File: src/rtl/pwm_pkg.sv
// pwm_pkg: shared constants, channel slice helper and dead-time state encoding
// Maximum supported WIDTH is 64 and CHANNELS*WIDTH at most BUS_MAX.
package pwm_pkg;
  localparam int DEFAULT_WIDTH = 8;
  localparam int BUS_MAX = 1024;
  typedef enum logic [1:0] {DT_LOW_ON, DT_GAP, DT_HIGH_ON} dt_state_e;
  function automatic logic [63:0] chan_slice(input logic [BUS_MAX-1:0] bus, input int i, input int w);
    return 64'(bus >> (i * w));
  endfunction
endpackage

File: src/rtl/pwm_deadtime.sv
// pwm_deadtime: dead-time stage for one channel, complementary high/low outputs
// Ports: CLK, RST_N (async active-low), raw (compare output), hi (high side), lo (low side).
// Every raw transition forces both sides off for DEADTIME cycles; a raw change
// during the gap restarts it, so pulses shorter than DEADTIME never assert.
module pwm_deadtime import pwm_pkg::*; #(
  parameter int DEADTIME = 4
) (
  input  logic CLK,
  input  logic RST_N,
  input  logic raw,
  output logic hi,
  output logic lo
);
  localparam logic [7:0] GAP_LAST = 8'(DEADTIME - 1);
  dt_state_e state_q, state_d;
  logic tgt_q, tgt_d;
  logic [7:0] gap_q, gap_d;
  always_comb begin
    state_d = state_q;
    tgt_d = tgt_q;
    gap_d = gap_q;
    case (state_q)
      DT_LOW_ON: if (raw) begin
        state_d = DT_GAP;
        tgt_d = 1'b1;
        gap_d = '0;
      end
      DT_HIGH_ON: if (!raw) begin
        state_d = DT_GAP;
        tgt_d = 1'b0;
        gap_d = '0;
      end
      default: if (raw != tgt_q) begin
        tgt_d = raw;
        gap_d = '0;
      end else if (gap_q == GAP_LAST) begin
        state_d = tgt_q ? DT_HIGH_ON : DT_LOW_ON;
      end else begin
        gap_d = gap_q + 1'b1;
      end
    endcase
    hi = state_q == DT_HIGH_ON;
    lo = state_q == DT_LOW_ON;
  end
  // Reset lands in the gap heading low, so lo asserts DEADTIME cycles after release.
  always_ff @(posedge CLK or negedge RST_N)
    if (!RST_N) begin
      state_q <= DT_GAP;
      tgt_q <= 1'b0;
      gap_q <= '0;
    end else begin
      state_q <= state_d;
      tgt_q <= tgt_d;
      gap_q <= gap_d;
    end
endmodule

File: src/rtl/pwm_gen_mc.sv
// pwm_gen_mc: multi-channel edge-aligned PWM with double-buffered duty/period
// Ports: CLK, RST_N (async active-low), CE (count enable), DUTY (per-channel duty),
//   TOP (period terminal count), LOAD (shadow capture strobe), CNT (counter),
//   PWM (outputs / high side), PERIOD_END (wrap pulse), PWM_L (low side, optional).
// Macro PWM_DEADTIME_EN adds a dead-time stage per channel and the PWM_L port.
module pwm_gen_mc import pwm_pkg::*; #(
  parameter int WIDTH = DEFAULT_WIDTH,
  parameter int CHANNELS = 3,
  parameter int DEADTIME = 4
) (
  input  logic                      CLK,
  input  logic                      RST_N,
  input  logic                      CE,
  input  logic [CHANNELS*WIDTH-1:0] DUTY,
  input  logic [WIDTH-1:0]          TOP,
  input  logic                      LOAD,
  output logic [WIDTH-1:0]          CNT,
  output logic [CHANNELS-1:0]       PWM,
  output logic                      PERIOD_END
`ifdef PWM_DEADTIME_EN
  ,
  output logic [CHANNELS-1:0]       PWM_L
`endif
);
  if (DEADTIME < 1 || DEADTIME > 255 || WIDTH > 64 || CHANNELS * WIDTH > BUS_MAX) begin : g_bad_param
    $error("pwm_gen_mc: parameter out of range");
  end
  logic [WIDTH-1:0] cnt_q, cnt_d, sh_top_q, sh_top_d, act_top_q, act_top_d;
  logic [CHANNELS*WIDTH-1:0] sh_duty_q, sh_duty_d, act_duty_q, act_duty_d;
  logic [CHANNELS-1:0] raw_q, raw_d;
  logic pend_q, pend_d, pe_q, pe_d, wrap;
  // A LOAD on the wrap edge bypasses the shadow and goes straight to active.
  always_comb begin
    wrap = CE && (cnt_q == act_top_q);
    cnt_d = !CE ? cnt_q : wrap ? '0 : cnt_q + 1'b1;
    sh_duty_d = LOAD ? DUTY : sh_duty_q;
    sh_top_d = LOAD ? TOP : sh_top_q;
    pend_d = !wrap && (LOAD || pend_q);
    act_duty_d = !wrap ? act_duty_q : LOAD ? DUTY : pend_q ? sh_duty_q : act_duty_q;
    act_top_d = !wrap ? act_top_q : LOAD ? TOP : pend_q ? sh_top_q : act_top_q;
    pe_d = wrap;
    // Compare against next-state values so PWM lines up with the CNT it belongs to.
    for (int i = 0; i < CHANNELS; i++)
      raw_d[i] = CE ? cnt_d < WIDTH'(chan_slice(BUS_MAX'(act_duty_d), i, WIDTH)) : raw_q[i];
  end
  always_ff @(posedge CLK or negedge RST_N)
    if (!RST_N) begin
      cnt_q <= '0;
      sh_top_q <= '1;
      act_top_q <= '1;
      sh_duty_q <= '0;
      act_duty_q <= '0;
      raw_q <= '0;
      pend_q <= 1'b0;
      pe_q <= 1'b0;
    end else begin
      cnt_q <= cnt_d;
      sh_top_q <= sh_top_d;
      act_top_q <= act_top_d;
      sh_duty_q <= sh_duty_d;
      act_duty_q <= act_duty_d;
      raw_q <= raw_d;
      pend_q <= pend_d;
      pe_q <= pe_d;
    end
  assign CNT = cnt_q;
  assign PERIOD_END = pe_q;
`ifdef PWM_DEADTIME_EN
  for (genvar g = 0; g < CHANNELS; g++) begin : g_dt
    pwm_deadtime #(.DEADTIME(DEADTIME)) u_dt (
      .CLK(CLK),
      .RST_N(RST_N),
      .raw(raw_q[g]),
      .hi(PWM[g]),
      .lo(PWM_L[g])
    );
  end
`else
  assign PWM = raw_q;
`endif
endmodule
File: config.mk
export PLATFORM = sky130hd
export DESIGN_NAME = pwm_gen_mc
export DESIGN_NICKNAME = d
export VERILOG_FILES = /design/src/rtl/pwm_pkg.sv /design/src/rtl/pwm_deadtime.sv /design/src/rtl/pwm_gen_mc.sv
export SDC_FILE = /design/constraint.sdc
export NUM_CORES = 1
export LEC_CHECK = 0
export CELL_PAD_IN_SITES_DETAIL_PLACEMENT = 0
export CELL_PAD_IN_SITES_GLOBAL_PLACEMENT = 1
export CORE_ASPECT_RATIO = 1.75
export CORE_MARGIN = 1.5
export CORE_UTILIZATION = 44
export DETAILED_ROUTE_END_ITERATION = 16
export HOLD_SLACK_MARGIN = 0.12
export PLACE_DENSITY = 0.79
export REMOVE_ABC_BUFFERS = 1
export SLEW_MARGIN = 20
export SYNTH_ARGS = -nofsm -noshare
export SYNTH_HDL_FRONTEND = slang
export SYNTH_SLANG_ARGS = --single-unit
File: constraint.sdc
create_clock -name CLK -period 3 [get_ports CLK]
set_input_delay 0.3 -clock CLK [delete_from_list [all_inputs] [get_ports CLK]]
set_output_delay 0.3 -clock CLK [all_outputs]
set_load 0.02 [all_outputs]
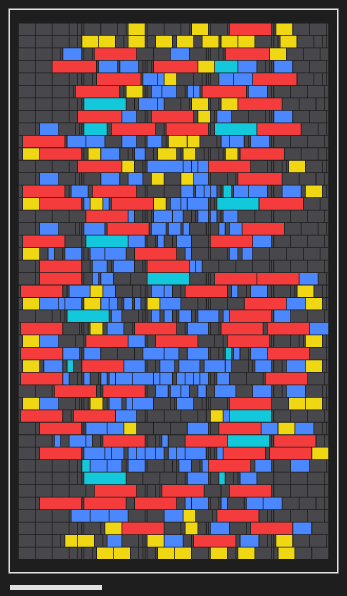
Fig. 1. Placed cells, one color a class (run 1).
Bar = 20 um. Fill, decap, tap and diode cells in gray.
blue -> remaining logic cells  # cells 194
cyan -> clock drivers and dummy loads  # cells 16
yellow -> remaining buffers and delay cells  # cells 68
red -> registers  # cells 77
Core Region: 7910 sq um
final instance area: 4570 sq um

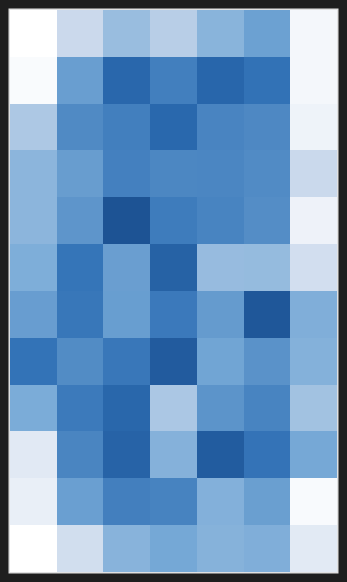
Fig. 2. Cell density map (run 1).
7 x 12 tiles, from white (low) to dark blue (high), 0 to 100% covered.
nearly empty tiles = 2.4%
densest ninth of the die = center
tiles over 75% full = 12%
fullest tile = 86%
mean over tiles = 51%

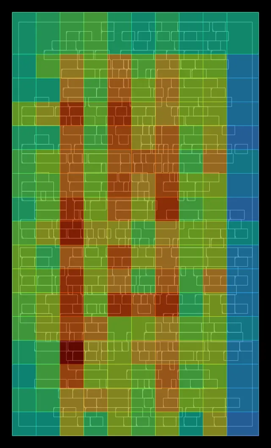
Fig. 3. Congestion heat map (run 1).
routed len/inst: 15.7 um
most used routing layer: met2
M2 GR Usage: 31.3%

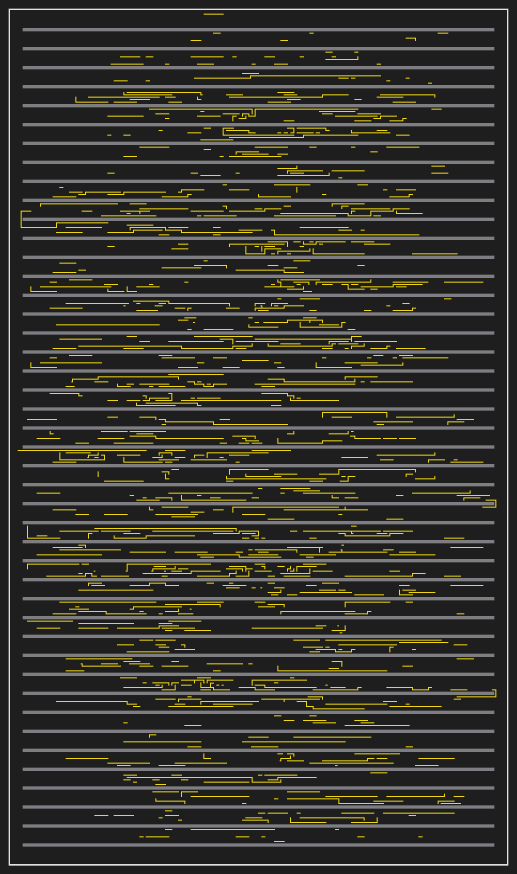
Fig. 4. Met1 routing (run 1).
Supply wires on this layer in gray.
nets with wire on the layer = 377
wire length on this layer = 2850 um
met1 Use GR: 20.5%
drt total wl: 7.00 mm
Vias: 2260

==> results.json, run 1 <==
{
  "netlist_top_cells_area": "dfrtp_1 43%, mux2_2 13%, dfstp_2 12%, ha_1 7.7%, mux2i_1 5.6%",
  "seq_area_sq_um": 1950,
  "worstPathCellList": "xnor2_1 -> nand4_1 -> nor4_4 -> buf_6 -> buf_4 -> mux2i_1 -> ha_1 -> and4_1 -> o21ai_0 -> a41o_1",
  "status": "finished clean",
  "sh_comb_area_pct": 33.3,
  "fin_ws_ns": 0.246,
  "slew_headroom_pct": 37.9,
  "fin_util_pct": 57.8,
  "crit_family": "simple AND/OR/NAND/NOR gates",
  "leakagePower_nw": 2.06,
  "ctsResizeCount": 0,
  "finalHoldViolCount": 0,
  "drc": 0,
  "wl_met2_mm": 3.71,
  "antenna_left": 0,
  "nets": 408,
  "worst-path-stages": 10,
  "grt_max_degree": 78,
  "syn_avg_cell_area_sq_um": 12.8,
  "clockBufferDepth": 2,
  "taps": 90,
  "p_int_mw": 2.69,
  "pwr-share-seq_pct": 38.1,
  "synthToLayoutAreaGrowth_pct": 27.3,
  "edf_count": 0,
  "netlist_area_sq_um": 3590,
  "die_area_sq_um": 8730,
  "worst_slew_pin_slew_ns": 0.932,
  "die_y_um": 123
}
==> run 1: power groups by stage <==
stage	sequential, mW	clock [mW]	combinational (mW)
floorplan	1.58	0	0.886
global placement	1.52	0	1.41
detailed placement	1.53	0	1.45
CTS	1.52	1.01	1.47
global route	1.55	1.05	1.66
finish	1.51	0.985	1.47
==> run 1: path summary, 6_finish.rpt <==
check,startpoint,end,slack [ns]
worst max-delay path,act_top_q[3],PWM[2],0.25
worst min-delay path,RST_N,act_duty_q[14],0.12
worst max register to register,act_top_q[3],PWM[2],0.25
worst min register to register,act_duty_q[2],act_duty_q[2],0.49
max in group asynchronous,RST_N,CNT[1],2.29
min in group CLK,act_duty_q[2],act_duty_q[2],0.49
--- run 2 (diff from run 1) ---
--- a/config.mk
+++ b/config.mk
@@ -12,2 +12,3 @@
 export CORE_UTILIZATION = 44
+export CTS_CLUSTER_SIZE = 16
 export DETAILED_ROUTE_END_ITERATION = 16
==> constraint.sdc (replaced) <==
create_clock -name CLK -period 3 [get_ports CLK]
set_input_delay 0.6 -clock CLK [delete_from_list [all_inputs] [get_ports CLK]]
set_output_delay 0.6 -clock CLK [all_outputs]
set_load 0.02 [all_outputs]
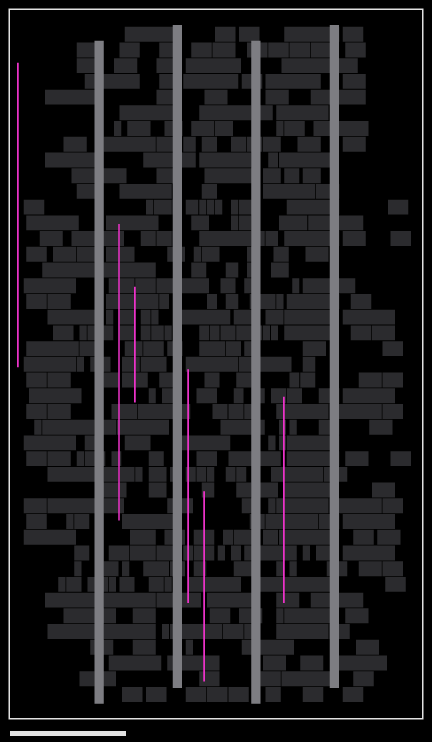
Fig. 5. Metal 4 (run 2).
Bar = 20 um. Supply wires on this layer in gray.
main direction = vertical
share of all routed wire = 3.3%
nets with wire on the layer = 5
wire length on this layer = 231 um
longest straight run = 52.4 um

==> run 2 against run 1 <==
  * Routed wire length is 1.6% higher
  * Critical path depth is 1 higher
  * Clock power hardly changed
  * Maximum frequency is 3.3% lower
  * Total power is 2.7% higher
  * Cell area is 1.7% higher
  * Non-clock buffer count is 11 higher
  * Sequential share of layout area is 0.70 points lower
  * Global-route usage is 0.074 points higher
  * First-iteration DRC count is 14% higher
  * Combinational power is 6% higher
  * Clock-buffer cell count is 1 higher
  * Largest power group is now combinational logic
  * Highest routed layer unchanged
==> results.json, run 2 <==
{
  "grtUsageMet1_pct": 21.5,
  "fin_ws_ns": 0.151,
  "edf_count": 0,
  "worst_slew_pin_slew_ns": 0.935,
  "grt.busiest_layer": "met2",
  "crit_start": "act_top_q[3]",
  "clockBufferDepth": 2,
  "seq_cell_power_mw": 1.52,
  "nets": 419,
  "pwr-share-seq_pct": 37.4,
  "netlist_area_sq_um": 3590,
  "dp_hpwl_mm": 5.24,
  "leakagePower_nw": 2.10,
  "synthToLayoutAreaGrowth_pct": 29.4,
  "power_leader": "combinational logic",
  "antenna_left": 0,
  "r2r_slack_ns": 0.15,
  "die_area_sq_um": 8730,
  "worstPathCellList": "xnor2_1 -> nand4_1 -> nor4_4 -> buf_4 -> mux2i_1 -> ha_1 -> o21a_1 -> o21ai_0 -> a21oi_1 -> o21ai_0 -> a41o_1",
  "seq_area_sq_um": 1950,
  "worst-path-stages": 11,
  "p_comb_share_pct": 38.3,
  "final_area_sq_um": 4650,
  "fillers": 672,
  "wl_mm": 7.11,
  "slew_headroom_pct": 37.7,
  "ys.warnings.count": 0,
  "drc": 0,
  "grt_max_degree": 78,
  "r2r_end": "PWM[0]",
  "critPathCapture": "PWM[0]",
  "gp_congestion": 0.781,
  "r2r_start": "act_top_q[3]",
  "syn_avg_cell_area_sq_um": 12.8,
  "finalHoldViolCount": 0,
  "ctsResizeCount": 0,
  "status": "finished clean",
  "die_y_um": 123,
  "htreeDepth": 3,
  "p_int_mw": 2.77,
  "synthCells": 280,
  "pg_comb_mw": 1.56,
  "vias": 2347
}
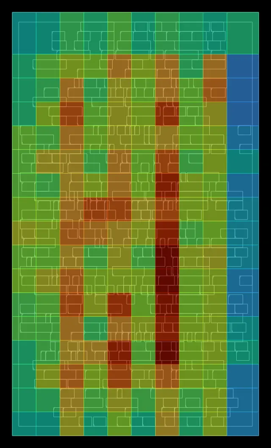
Fig. 6. Congestion heat map (run 2).
post-layout util: 58.8%
M2 GR Usage: 30.1%
GRT Overall Usage: 18.0%
routing usage on met3: 3.04%
routed len/inst: 15.6 um

## run 2: cell counts after synthesis
Identical to the previous run, type by type.
## run 2: layout make-up
cell class / instances / share of cell area (%)
Clock buffer: 15 / 5.76
Clock inverter: 1 / 0.108
Inverter: 22 / 1.78
Multi-Input combinational cell: 172 / 32.8
Sequential cell: 77 / 41.9
Tap cell: 90 / 2.42
Timing Repair Buffer: 79 / 15.2
## run 2: logic make-up (layout without fill, tap and decap cells)
kind of cell / Yosys count / count (layout) / synth area share, %
compound gates: 29 / 29 / 5.33
mux: 63 / 63 / 19.1
flops: 77 / 77 / 54.2
simple gates: 44 / 44 / 6.90
xor+xnor: 14 / 14 / 3.41
buf+inv: 31 / 117 / 3.41
fa+ha+maj: 22 / 22 / 7.67
--- run 3 (diff from run 2) ---
Settings changed: CORE_UTILIZATION 44 to 46, CTS_BUF_LIST set to sky130_fd_sc_hd__clkbuf_4 sky130_fd_sc_hd__clkbuf_8, PLACE_DENSITY 0.79 to 0.82.
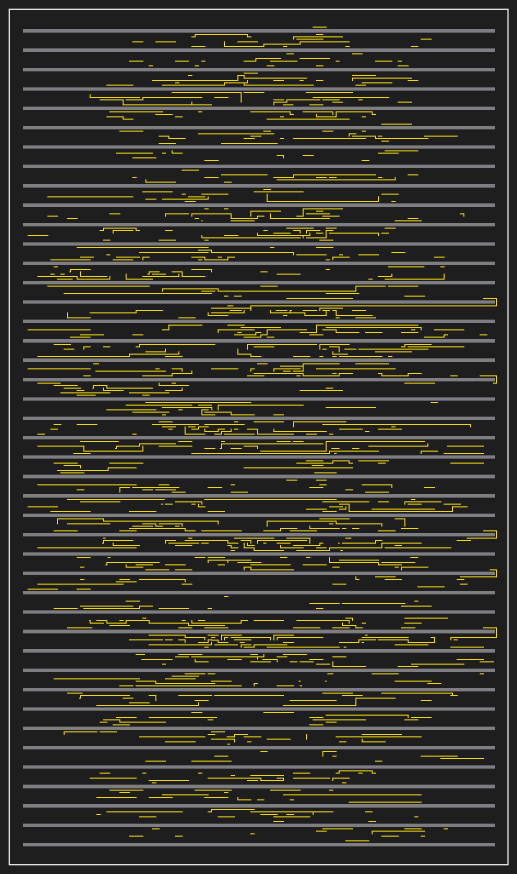
Fig. 7. Met1 routing (run 3).
Supply wires on this layer in gray.
wire length on this layer = 3020 um
main direction = horizontal

==> run 3 against run 2 <==
  * Total power is 8.4% lower
  * Global-route usage hardly changed
  * Hold slack worse by 0.038 ns
  * Cell area is 2.3% lower
  * Combinational power is 4% lower
  * Clock-buffer cell count is 1 lower
  * Largest cell class unchanged
==> results.json, run 3 <==
{
  "leakagePower_nw": 2.06,
  "muxShareOfSynthArea_pct": 19.1,
  "gr-usage-all-layers_pct": 18.1,
  "synth_xor_xnor_area_share_pct": 3.41,
  "die_area_sq_um": 8370,
  "ys.warnings.count": 0,
  "status": "finished clean",
  "fin_ws_ns": 0.214,
  "yosys.area_share.aoi_pct": 5.33,
  "syn_avg_cell_area_sq_um": 12.8,
  "gp_congestion": 0.776,
  "fin_util_pct": 60.0,
  "adder_share_pct": 7.67,
  "vias": 2290,
  "slew_headroom_pct": 36.0,
  "worst_slew_pin_slew_ns": 0.960,
  "nets": 416,
  "htreeDepth": 3,
  "synthToLayoutAreaGrowth_pct": 26.4,
  "worst-path-stages": 12,
  "wl_mm": 6.97,
  "synth.logic.top_family": "multiplexers",
  "final_area_sq_um": 4540,
  "dp_hpwl_mm": 5.20,
  "synth-simple-area-share_pct": 6.90,
  "antenna_left": 0,
  "crit_start": "act_top_q[6]",
  "grt_max_degree": 78,
  "netlist_area_sq_um": 3590,
  "wire_per_inst_um": 15.5,
  "drc": 0,
  "r2r_slack_ns": 0.21,
  "finalHoldViolCount": 0,
  "r2r_end": "PWM[1]",
  "die_y_um": 120
}
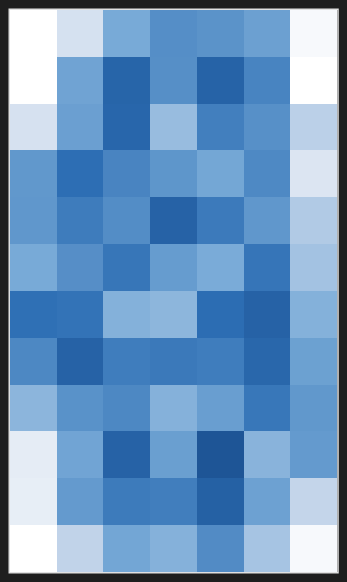
Fig. 8. Cell density map (run 3).
7 x 12 tiles, from white (low) to dark blue (high), 0 to 100% covered.
nearly empty tiles = 4.8%
fullest tile = 85%
mean over tiles = 53%
tiles over 75% full = 13%
initial core utilization: 47.5%
Core Region: 7570 sq um

==> run 3: what timing repair did <==
item	4_1_cts	5_1_grt
setup buffers	0	6
gates resized	0	4
setup endpoints to repair	0	3
hold buffers	0	0
==> run 3: cell type report <==
cell class                 count  area [sq um]
sequential                    77          1950
tap                           88           110
inverter                      22          82.6
fill                         653          3030
clock inverter                 2          10.0
clock buffer                  14           168
timing repair buffer          76           693
multi-input combinational    172          1530
==> run 3: power breakdown <==
group	leakage, nW	switching [mW]	internal (mW)
Combinational	1.05	0.744	0.748
Clock	0.0981	0.348	0.358
Sequential	0.909	0.155	1.37
Total	2.06	1.25	2.48
==> run 3: routing by layer <==
metal,vias up,part of all wire [%],GRT usage (%)
met1,1125,43,22.2
li1,1128,-,-
met4,0,1.8,7.57
met3,8,3.0,4.20
met5,-,0,0
met2,29,52,30.4
Power figures rest on the tool's default switching activity, not on a simulated workload.
